===== config.mk =====
export PLATFORM = sky130hd
export DESIGN_NAME = page_recycler
export DESIGN_NICKNAME = d
export VERILOG_FILES = /design/src/rtl/page_recycler_pkg.sv /design/src/rtl/page_recycler.sv
export SDC_FILE = /design/constraint.sdc
export NUM_CORES = 1
export LEC_CHECK = 0
export ABC_AREA = 1
export CAP_MARGIN = 20
export CORE_ASPECT_RATIO = 1.25
export CORE_MARGIN = 3
export CORE_UTILIZATION = 45
export CTS_CLUSTER_DIAMETER = 50
export CTS_CLUSTER_SIZE = 10
export DETAILED_ROUTE_END_ITERATION = 16
export PLACE_DENSITY = 0.8
export REMOVE_ABC_BUFFERS = 1
export SYNTH_ARGS = -nofsm -noshare
export SYNTH_HDL_FRONTEND = slang
export SYNTH_SLANG_ARGS = --single-unit
export TNS_END_PERCENT = 10

===== constraint.sdc =====
create_clock -name clk -period 1.5 [get_ports clk]
set_input_delay 0.225 -clock clk [delete_from_list [all_inputs] [get_ports clk]]
set_output_delay 0.225 -clock clk [all_outputs]
set_load 0.005 [all_outputs]

===== src/rtl/page_recycler_pkg.sv =====
// rtl/page_recycler_pkg.sv - shared defaults and FSM state encoding for the page recycler
package page_recycler_pkg;

  localparam int ADDR_W_DEF = 11;
  localparam int CNT_W_DEF  = 7;

  typedef enum logic [1:0] {
    ST_IDLE = 2'd0,
    ST_EMIT = 2'd1,
    ST_NEXT = 2'd2,
    ST_DONE = 2'd3
  } state_t;

endpackage


===== src/rtl/page_recycler.sv =====
// rtl/page_recycler.sv - walks a packet's linked page chain, offering each page downstream
// and returning it to the null-page FIFO through a registered push stage.
module page_recycler
  import page_recycler_pkg::*;
#(
  parameter int ADDR_W = ADDR_W_DEF,
  parameter int CNT_W  = CNT_W_DEF
) (
  input  logic              clk,
  input  logic              rst_n,
  input  logic              start,
  input  logic [ADDR_W-1:0] start_page,
  input  logic [CNT_W-1:0]  page_count,
  output logic              ptr_rd_en,
  output logic [ADDR_W-1:0] ptr_rd_addr,
  input  logic [ADDR_W-1:0] ptr_rd_data,
  output logic              rd_valid,
  output logic [ADDR_W-1:0] rd_page,
  input  logic              rd_ready,
  output logic              push_tail,
  output logic [ADDR_W-1:0] tail_addr,
  output logic              busy,
  output logic              done,
  output logic [ADDR_W:0]   released_cnt
);

  state_t            state, state_nx;
  logic [ADDR_W-1:0] cur_page;
  logic [CNT_W-1:0]  remaining;
  logic              push_q;
  logic [ADDR_W-1:0] tail_q;
  logic              done_q;
  logic [ADDR_W:0]   cnt_q;
  logic              hs;

  always_ff @(posedge clk or negedge rst_n) begin
    if (!rst_n) state <= ST_IDLE;
    else        state <= state_nx;
  end

  always_comb begin
    state_nx  = state;
    rd_valid  = 1'b0;
    ptr_rd_en = 1'b0;
    busy      = 1'b1;
    hs        = 1'b0;
    case (state)
      ST_IDLE: begin
        busy = 1'b0;
        if (start) state_nx = (page_count != '0) ? ST_EMIT : ST_DONE;
      end
      ST_EMIT: begin
        rd_valid  = 1'b1;
        ptr_rd_en = 1'b1;
        hs        = rd_ready;
        if (rd_ready) state_nx = (remaining == CNT_W'(1)) ? ST_DONE : ST_NEXT;
      end
      ST_NEXT: state_nx = ST_EMIT;
      ST_DONE: state_nx = ST_IDLE;
      default: state_nx = ST_IDLE;
    endcase
  end

  // done is registered off ST_DONE, so it lands in the first IDLE cycle where busy is already low.
  always_ff @(posedge clk or negedge rst_n) begin
    if (!rst_n) begin
      cur_page  <= '0;
      remaining <= '0;
      push_q    <= 1'b0;
      tail_q    <= '0;
      done_q    <= 1'b0;
      cnt_q     <= '0;
    end else begin
      push_q <= 1'b0;
      done_q <= (state == ST_DONE);
      if (state == ST_IDLE && start) begin
        cur_page  <= start_page;
        remaining <= page_count;
      end
      if (hs) begin
        push_q    <= 1'b1;
        tail_q    <= cur_page;
        remaining <= remaining - 1'b1;
        cnt_q     <= cnt_q + 1'b1;
      end
      if (state == ST_NEXT) cur_page <= ptr_rd_data;
    end
  end

  assign rd_page      = cur_page;
  assign ptr_rd_addr  = cur_page;
  assign push_tail    = push_q;
  assign tail_addr    = tail_q;
  assign done         = done_q;
  assign released_cnt = cnt_q;

endmodule


**Run 1: gate families picked out**

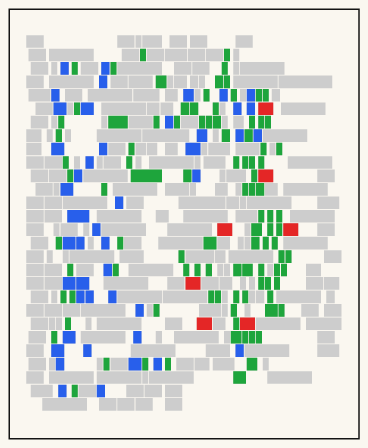
| color | family | cells |
|---|---|---|
| red | XOR/XNOR gates | 7 |
| blue | inverting AOI/OAI gates | 45 |
| green | NAND gates | 98 |

**Run 1: placement density heat map**

The die is cut into 7 by 9 equal tiles; white is low, dark blue is high, 0 to 100% covered.
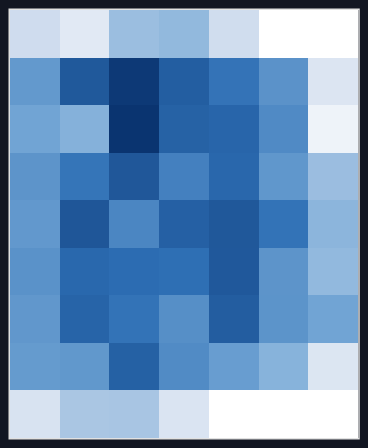
nearly empty tiles: 7.9%
tiles over 75% full: 27%
densest ninth of the die: middle
fullest tile: 98%
mean over tiles: 54%

==> impl_metrics.toml, run 1 <==
# yosys + openroad results
[pwr]
share_of_total_power_consumed_by_net_switching = 0.3619
power.combinational.fraction = 0.490
power.share.clock = 0.159
internal-power_mw = 3.846
share_seq_of_total_power = 0.352

[final_timing]
finalClockPeriodUsage = 1.041
final_period_minus_worst_setup_slack_ns = 1.561
final_count_of_negative_setup_slack_endpoints = 2
number_of_max_slew_violations_in_the_final_report = 0
final.hold.worst_slack_ns = 0.4291
postLayoutSetupSlackWorst_ns = -0.06092
tightest_slew_ns = 0.3377
grt_setup_unrepaired = "yes"
fmax_ghz = 0.6407

[critical_path]
maximum_fanout_encountered_on_the_critical_timing_path = 4
path_buffers = 4
reg2reg_from = "state[0]"
worstRegToRegCells = 5
worst-endpoint-required_ns = 1.27

[yosys]
yosys.stat.chipArea_sq_um = 2340
synth.area.top_cells = "sky130_fd_sc_hd__dfrtp_1, sky130_fd_sc_hd__nand2_1, sky130_fd_sc_hd__inv_1"
postSynth.topFlopCell = "sky130_fd_sc_hd__dfrtp_1"
yosysSeqAreaShare = 0.4813
edf_count = 0
netlist.top_cell.by_instances = "sky130_fd_sc_hd__nand2_1"
synth_area_in_compound_gates = 0.1128
synthesis.area_sq_um = 2340
yosys_register_bits = 45
syn_inst = 284
synth_simple_gate_area_share = 0.2273

[die]
floorplan.die.height_um = 86.62
placeableCoreArea_sq_um = 4870
taps = 60

[cts]
worstSkewPairLatency_ns = 0.30
cts_htree_levels = 2
clk_root_buffer_cell = "sky130_fd_sc_hd__clkbuf_8"
postCtsResizedCells = 8
postCtsSetupRepairBufs = 0
cts_hold_repair.buffers = 1

[finish]
lay_top_cells = "sky130_fd_sc_hd__nand2_1, sky130_fd_sc_hd__clkdlybuf4s50_1, sky130_fd_sc_hd__dfrtp_1"
final_net_count = 403
post_layout_nonfiller_instances = 428
combGateArea_sq_um = 914.6
area_growth_pct = 43.69
layout_top_cell = "sky130_fd_sc_hd__nand2_1"
nFillCells = 391
clock_tree_area_fraction = 0.03573
comb_area_share = 0.2721
layout.cells.largest_class = "flip-flops and latches"
numSequentialCells = 45
final.signal_buffer_count = 97

[status]
status = "complete, but fails checks"
failed_checks = "setup timing"

[global_route]
grt_max_degree = 46
groute.usage.overall = 0.1895
met3_usage = 0.05452

[drt]
postRouteWirelength_mm = 5.337
detailroute.via_count = 2110
route.layer.met1.wl_mm = 2.149
routedWlPerCell_um = 12.47
dr_wl_met3_um = 420

[placement]
placedInstanceArea_sq_um = 3164
placed_instance_count = 416
hpwlAfterDp_mm = 4.005
post-place-ws_ns = -0.09759
**Run 1: routing congestion**

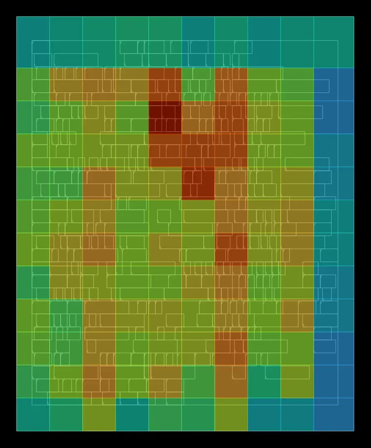
utilization after layout: 0.6904
routing layer with the top usage in global route: met2
GR Layer Usage met1: 0.2259

**Run 1: metal 2**

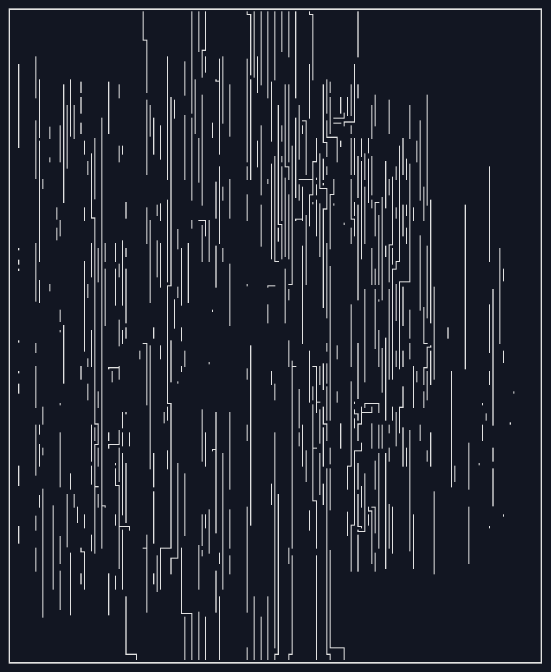
longest straight run: 57.1 um
share of all routed wire: 50%

==> run 1 -> run 2 <==
CELL_PAD_IN_SITES_DETAIL_PLACEMENT = 1   (was default)
CELL_PAD_IN_SITES_GLOBAL_PLACEMENT = 1   (was default)
CORE_UTILIZATION = 32   (was 45)
PLACE_DENSITY = default   (was 0.8)
PLACE_DENSITY_LB_ADDON = 0.1   (was default)
**Run 2: placement density heat map**

The die is cut into 8 by 10 equal tiles; white is low, dark blue is high, 0 to 100% covered.
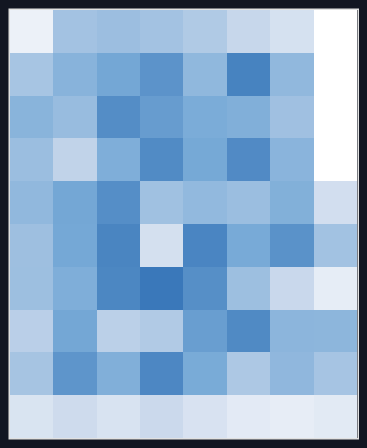
emptiest ninth of the die: top right
fullest tile: 71%
nearly empty tiles: 5.0%
mean over tiles: 39%
utilization after layout: 0.4854
share of the core filled by cells before placement: 0.3333

==> run 2 against run 1 <==
Effect of this change:
- routed wire length is 14% higher
- register-to-register slack lost 0.06 ns
- critical endpoint is now ptr_rd_addr[0]
- largest power group unchanged
- non-clock buffer count increased by 5
- sequential power hardly changed
- the flow still finishes with violations (setup timing)
==> impl_metrics.toml, run 2 <==
# yosys + openroad results
[placement]
hpwlAfterDp_mm = 4.537
placed_instance_count = 445
placedInstanceArea_sq_um = 3207
post-place-ws_ns = -0.06709

[finish]
lay_top_cells = "sky130_fd_sc_hd__nand2_1, sky130_fd_sc_hd__clkdlybuf4s50_1, sky130_fd_sc_hd__dfrtp_1"
layout.cells.largest_class = "flip-flops and latches"
post_layout_nonfiller_instances = 463
area_growth_pct = 45.62
layout_top_cell = "sky130_fd_sc_hd__nand2_1"
combGateArea_sq_um = 909.6
nFillCells = 879
comb_area_share = 0.2670
final_net_count = 408
clock_tree_area_fraction = 0.02424
numSequentialCells = 45

[final_timing]
grt_setup_unrepaired = "yes"
final_count_of_negative_setup_slack_endpoints = 6
final.hold.worst_slack_ns = 0.4241
postLayoutSetupSlackWorst_ns = -0.01855
final_period_minus_worst_setup_slack_ns = 1.519
fmax_ghz = 0.6585
number_of_max_slew_violations_in_the_final_report = 0
finalClockPeriodUsage = 1.012

[pwr]
share_of_total_power_consumed_by_net_switching = 0.3758
share_seq_of_total_power = 0.354
power.share.clock = 0.126
power.combinational.fraction = 0.520
internal-power_mw = 3.723

[yosys]
yosys_register_bits = 45
yosys.stat.chipArea_sq_um = 2340
syn_inst = 284
yosysSeqAreaShare = 0.4813
postSynth.topFlopCell = "sky130_fd_sc_hd__dfrtp_1"
synth.area.top_cells = "sky130_fd_sc_hd__dfrtp_1, sky130_fd_sc_hd__nand2_1, sky130_fd_sc_hd__inv_1"
synth_area_in_compound_gates = 0.1128
synth_simple_gate_area_share = 0.2273

[status]
failed_checks = "setup timing"
status = "complete, but fails checks"

[critical_path]
path_buffers = 4
worstRegToRegCells = 7
reg2reg_from = "state[1]"
maximum_fanout_encountered_on_the_critical_timing_path = 22
worst-endpoint-required_ns = 1.69

[drt]
dr_wl_met3_um = 397
detailroute.via_count = 2129
route.layer.met1.wl_mm = 2.487
routedWlPerCell_um = 13.08
postRouteWirelength_mm = 6.058

[global_route]
grt_max_degree = 46
met3_usage = 0.05071
grt_use_met1 = 0.1853

[cts]
clk_root_buffer_cell = "sky130_fd_sc_hd__clkbuf_8"
cts_hold_repair.buffers = 1
postCtsResizedCells = 6
postCtsSetupRepairBufs = 2
cts_htree_levels = 2

[die]
floorplan.die.height_um = 101.6
taps = 90
placeableCoreArea_sq_um = 7019
Power is estimated from default activity; no workload was simulated.
